**src/rtl/ste_avg_pkg.sv**
```systemverilog
// rtl/ste_avg_pkg.sv - shared types, defaults and helpers for the multi-channel IIR averager
package ste_avg_pkg;

  typedef logic [2:0] alpha_sel_t;

  localparam int K_MAX_DEFAULT = 7;

  // Channel index width; a single-channel build still carries a 1-bit index.
  function automatic int ch_w(input int num_ch);
    return (num_ch <= 2) ? 1 : $clog2(num_ch);
  endfunction

endpackage

```
**src/rtl/ste_avg_iir_step.sv**
```systemverilog
// rtl/ste_avg_iir_step.sv - one-sample IIR update datapath; STE_AVG_IIR_MC_ROUND_EN selects rounded output
module ste_avg_iir_step
  import ste_avg_pkg::*;
#(
  parameter  int DATA_W = 16,
  parameter  int FRAC_W = 8,
  localparam int SW     = DATA_W + FRAC_W
) (
  input  logic [SW-1:0]     s,
  input  logic [SW-1:0]     x,
  input  alpha_sel_t        k,
  input  logic              en,
  input  logic              init,
  output logic [SW-1:0]     s_new,
  output logic [DATA_W-1:0] dout,
  output logic              changed
);

  localparam int OW = DATA_W + 1;

`ifdef STE_AVG_IIR_MC_ROUND_EN
  localparam int RW = SW + 1;
  localparam logic [RW-1:0] HALF = RW'(1) << (FRAC_W - 1);

  function automatic logic [DATA_W-1:0] to_out(input logic [SW-1:0] v);
    logic [OW-1:0] q;
    q = OW'((RW'(v) + HALF) >> FRAC_W);
    return q[DATA_W] ? '1 : q[DATA_W-1:0];
  endfunction
`else
  function automatic logic [DATA_W-1:0] to_out(input logic [SW-1:0] v);
    return DATA_W'(v >> FRAC_W);
  endfunction
`endif

  logic signed [SW:0]  diff;
  logic [DATA_W-1:0]   dout_old;

  // The shifted correction always lands back inside [0, 2^SW-1], so a modular add is exact.
  always_comb begin
    diff = $signed({1'b0, x}) - $signed({1'b0, s});
    if (!init || !en || (k == '0)) begin
      s_new = x;
    end else begin
      s_new = s + SW'(diff >>> k);
    end
    dout     = to_out(s_new);
    dout_old = to_out(s);
    changed  = !init || (dout != dout_old);
  end

endmodule

```
**src/rtl/ste_avg_iir_mc.sv**
```systemverilog
// rtl/ste_avg_iir_mc.sv - time-multiplexed per-channel IIR averager top; output rounding via STE_AVG_IIR_MC_ROUND_EN
module ste_avg_iir_mc
  import ste_avg_pkg::*;
#(
  parameter  int DATA_W = 16,
  parameter  int NUM_CH = 4,
  parameter  int FRAC_W = 8,
  parameter  int K_MAX  = K_MAX_DEFAULT,
  localparam int CH_W   = ch_w(NUM_CH)
) (
  input  logic              clk,
  input  logic              rst,
  input  logic [DATA_W-1:0] din_i,
  input  logic [CH_W-1:0]   din_ch_i,
  input  logic              din_vld_i,
  input  logic              avg_clr_i,
  input  logic              avg_en_i,
  input  logic [2:0]        alpha_sel_i,
  output logic [DATA_W-1:0] dout_o,
  output logic [CH_W-1:0]   dout_ch_o,
  output logic              dout_vld_o,
  output logic              dout_update_o
);

  localparam int SW = DATA_W + FRAC_W;

  typedef struct packed {
    logic            vld;
    logic [CH_W-1:0] ch;
    logic [SW-1:0]   x;
    alpha_sel_t      k;
    logic            en;
  } in_t;

  typedef struct packed {
    logic            vld;
    logic [CH_W-1:0] ch;
    logic [SW-1:0]   x;
    alpha_sel_t      k;
    logic            en;
    logic            init;
    logic [SW-1:0]   s;
  } s1_t;

  logic [SW-1:0]     st     [NUM_CH];
  logic              init_q [NUM_CH];
  in_t               p1;
  s1_t               p2;

  alpha_sel_t        k_in;
  logic              accept;
  logic              fwd;
  logic [SW-1:0]     rd_s;
  logic              rd_init;
  logic [SW-1:0]     s_new;
  logic [DATA_W-1:0] dout_nx;
  logic              changed;

  always_comb begin
    k_in    = (alpha_sel_i > alpha_sel_t'(K_MAX)) ? alpha_sel_t'(K_MAX) : alpha_sel_i;
    accept  = din_vld_i && (32'(din_ch_i) < NUM_CH);
    // A back-to-back sample on the same channel must see the result still in flight.
    fwd     = p2.vld && (p2.ch == p1.ch);
    rd_s    = fwd ? s_new : st[p1.ch];
    rd_init = fwd || init_q[p1.ch];
  end

  ste_avg_iir_step #(
    .DATA_W (DATA_W),
    .FRAC_W (FRAC_W)
  ) u_step (
    .s       (p2.s),
    .x       (p2.x),
    .k       (p2.k),
    .en      (p2.en),
    .init    (p2.init),
    .s_new   (s_new),
    .dout    (dout_nx),
    .changed (changed)
  );

  always_ff @(posedge clk) begin
    if (rst) begin
      p1 <= '0;
      p2 <= '0;
    end else begin
      p1.vld  <= accept;
      p1.ch   <= din_ch_i;
      p1.x    <= {din_i, {FRAC_W{1'b0}}};
      p1.k    <= k_in;
      p1.en   <= avg_en_i;
      p2.vld  <= p1.vld && !avg_clr_i;
      p2.ch   <= p1.ch;
      p2.x    <= p1.x;
      p2.k    <= p1.k;
      p2.en   <= p1.en;
      p2.init <= rd_init;
      p2.s    <= rd_s;
    end
  end

  // A clear wins over the write-back of the sample finishing in the same cycle.
  always_ff @(posedge clk) begin
    if (rst) begin
      for (int i = 0; i < NUM_CH; i++) begin
        st[i]     <= '0;
        init_q[i] <= 1'b0;
      end
    end else if (avg_clr_i) begin
      for (int i = 0; i < NUM_CH; i++) begin
        init_q[i] <= 1'b0;
      end
    end else if (p2.vld) begin
      st[p2.ch]     <= s_new;
      init_q[p2.ch] <= 1'b1;
    end
  end

  always_ff @(posedge clk) begin
    if (rst) begin
      dout_o        <= '0;
      dout_ch_o     <= '0;
      dout_vld_o    <= 1'b0;
      dout_update_o <= 1'b0;
    end else begin
      dout_vld_o    <= p2.vld;
      dout_update_o <= p2.vld && changed;
      if (p2.vld) begin
        dout_o    <= dout_nx;
        dout_ch_o <= p2.ch;
      end
    end
  end

endmodule

```
**config.mk**
```make
export PLATFORM = sky130hd
export DESIGN_NAME = ste_avg_iir_mc
export DESIGN_NICKNAME = d
export VERILOG_FILES = /design/src/rtl/ste_avg_pkg.sv /design/src/rtl/ste_avg_iir_step.sv /design/src/rtl/ste_avg_iir_mc.sv
export SDC_FILE = /design/constraint.sdc
export NUM_CORES = 1
export LEC_CHECK = 0
export ABC_AREA = 0
export CORE_ASPECT_RATIO = 0.5
export CORE_MARGIN = 10
export CORE_UTILIZATION = 35
export DETAILED_ROUTE_END_ITERATION = 6
export PLACE_DENSITY = 0.48
export SYNTH_ARGS = -nofsm -noshare
export SYNTH_HDL_FRONTEND = slang
export SYNTH_HIERARCHICAL = 1
export SYNTH_SLANG_ARGS = --single-unit
```
**constraint.sdc**
```tcl
create_clock -name clk -period 7 [get_ports clk]
set_input_delay 1.4 -clock clk [delete_from_list [all_inputs] [get_ports clk]]
set_output_delay 1.4 -clock clk [all_outputs]
set_load 0.01 [all_outputs]
```
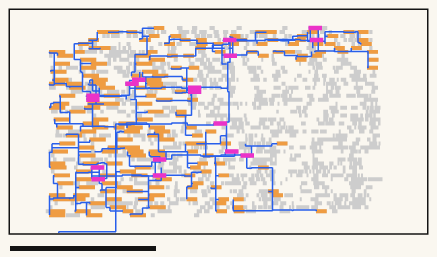
*Clock distribution*
Bar = 100 um.
[clock wires] blue | length: 2600 um
[flip-flops] orange | count: 191
[clock drivers] magenta | count: 17
routed clock nets: 18

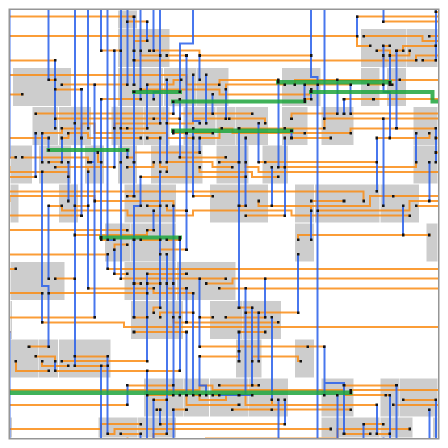
*Close-up of the layout*
Region (199, 23) to (229, 53) um. Cells in grey, sequential cells in the stronger grey; small squares are vias.
[metal 2] blue
[metal 1] orange
[metal 3] green
most frequent: inv_1 (6), nor4_1 (4), mux2_2 (4)
cells with their middle in the window: 58
sequential cells in the window: 0

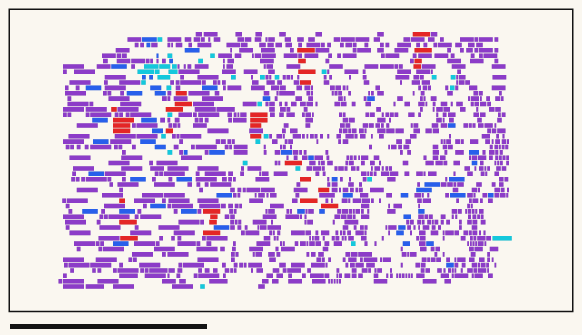
*Sizing map*
Bar = 100 um.
[_0 and _1 cells] purple | cells: 1136
[_6 and larger] red | cells: 32
[_3 and _4 cells] cyan | cells: 32
[_2 cells] blue | cells: 55

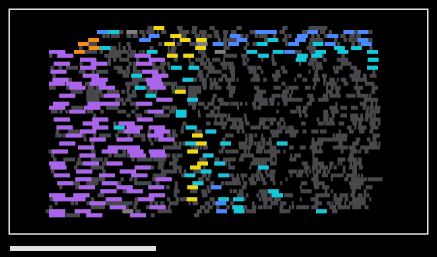
*Where the registers sit*
Bar = 100 um. Other sequential cells in the stronger grey, the rest of the logic in the fainter grey.
[init_q] orange | sequential cells: 4 | where: upper left
[st] purple | sequential cells: 96
[p2] cyan | sequential cells: 48
[p1] blue | sequential cells: 23
[dout_o] yellow | sequential cells: 16
not coloured: 4

==> metrics.csv <==
metric,value,unit
outcome,completed,
FP Core Util,0.3550,
Worst-Margin Slew,1.238,ns
Cell area leaders,"edfxtp_1 24%, dfxtp_1 16%, and2_1 5.4%",
Setup Buffers After CTS,0,
initial antenna violation count,0,
FF-to-FF Start,p2[9],
Worst-Skew Late Latency,0.45,ns
Fmax,157.5,MHz
grt ovf,0,
Comb area,6880,sq um
WL per Instance,22.02,um
Ant. Diodes,0,
total wire length,38090,um
Crit Path Max Fanout,9,
layout cells sized above 1,0.09482,
total power,0.003361,W
count of tool warnings,30,
post-synth cell types,91,
die width,284.7,um
deepest clock path buffer count,2,
Leak,5.196,nW
filler instances,3416,
FP Rows,48,
DRT iter0 DRCs,859,
Avg Inst Size Synth,9.968,sq um
drt pass-1 iters,5,
hold endpoint,p2[40],
crit-path cells,"inv_1, ha_1, a21oi_1, o21ai_0, a21oi_1, o21ai_2, a31oi_1, xnor2_1, mux4_2, mux2_2, ha_1, a2111oi_0, o21ai_1, a21oi_2, xnor3_1, a311oi_1, nand3_1, a211oi_1, o2111ai_1, a221o_1, and2_1",
largest net degree at the start of global routing,79,
drt drc,0,
WHS Path Cells,1,
H-tree depth,4,
Clock Pin Slew Worst Setup and Hold Paths,0.09,ns
warnings from Yosys,6,
final core occ,0.3973,
die area,43370,sq um
worst endpoint required time,7.34,ns
CTS-repair resized insts,0,
IO buf count,45,
post-synth top area cell,edfxtp_1,
final setup vio count,0,
CTS tree,built,
"count leader, synth",and2_1,
"FFs w/ async S/R, synth",0,
Nets,1321,
GRT Resource Usage Total,0.1713,
# Cells Yosys,1230,
reg2reg end,dout_update_o,
# hold bufs at CTS,0,
Final min period,6.349,ns
vias per cell,5.598,
first-pass GRT wire length,57510,um
reg2reg setup slack,0.65,ns
DP HPWL,27880,um
CP top delay family,AND-OR/OR-AND gates,
Crit Path Category,reg -> reg,
"slowest stage delay, CP",0.53,ns
Max-cap violations,0,
## stage by stage
step / area (sq um) / instances / setup slack, ns
detailed placement: 13080 / 1698 / 0.8609
finish: 13720 / 1730 / 0.6505
floorplan: 12310 / 1244 / 1.486
CTS: 13720 / 1730 / 0.8088
global route: 13720 / 1730 / 0.3688
global placement: 13080 / 1698 / 0.8343
## layout make-up
class	count	share of cell area
Tap cell	475	0.04332
Inverter	49	0.01341
Clock inverter	15	0.01550
Multi-Input combinational cell	913	0.5015
Timing Repair Buffer	70	0.04633
Clock buffer	17	0.03101
Sequential cell	191	0.3489
## worst max path at each step
stage,slack [ns],cells past startpoint,start,endpoint
after floorplan,1.49,22,p2[0],st[0][23]
after global placement,0.83,21,p2[9],dout_update_o
after detailed placement,0.86,19,p2[13],st[2][23]
after CTS,0.81,19,p2[13],st[2][23]
after global routing,0.37,22,p2[9],p2[22]
final,0.65,21,p2[9],dout_update_o
## layer usage
layer	GRT usage	up-vias	wire length, um
met2	0.2482	277	15950
met1	0.2559	4840	19540
met3	0.03960	14	2313
met4	0.02784	0	286
li1	-	4553	-
met5	0	-	0
## layout by cell type, fill, tap and decap left out, types with 36 or more instances in the layout
cell type | synthesis | final
mux2i_1 | 36 | 36
and2_1 | 105 | 105
nor2b_1 | 49 | 49
ha_1 | 51 | 51
edfxtp_1 | 96 | 96
clkdlybuf4s50_1 | 0 | 44
nand2_1 | 56 | 56
xnor2_1 | 36 | 36
nor2_1 | 59 | 58
a21oi_1 | 73 | 73
o31ai_1 | 37 | 37
dfxtp_1 | 95 | 93
inv_1 | 48 | 48
o21ai_0 | 42 | 42
## power breakdown
group          internal (W)  switching [W]  total [W]
logic              0.000416       0.000643    0.00106
clock network      0.000531       0.000522    0.00105
registers           0.00121      0.0000363    0.00125
total               0.00216        0.00120    0.00336
## registers in the layout (all words and copies together), names as in the netlist
name / cells
dout_ch_o: 2
dout_o: 16
dout_update_o: 1
dout_vld_o: 1
init_q: 4
p1: 23
p2: 48
st: 96
## cells by family (layout without fill, tap and decap cells)
logic type | count (synthesis) | count (layout) | share of synthesized area
AND/OR/NAND/NOR | 392 | 392 | 0.1785
AND-OR/OR-AND | 312 | 312 | 0.1753
flip-flops | 191 | 191 | 0.3902
buffers and inverters | 140 | 151 | 0.05398
multiplexers | 79 | 79 | 0.09736
XOR/XNOR | 62 | 62 | 0.04898
adder cells (fa/ha/maj) | 53 | 53 | 0.05531
other | 1 | 15 | 0.0003059
Power and IR drop assume default switching activity.
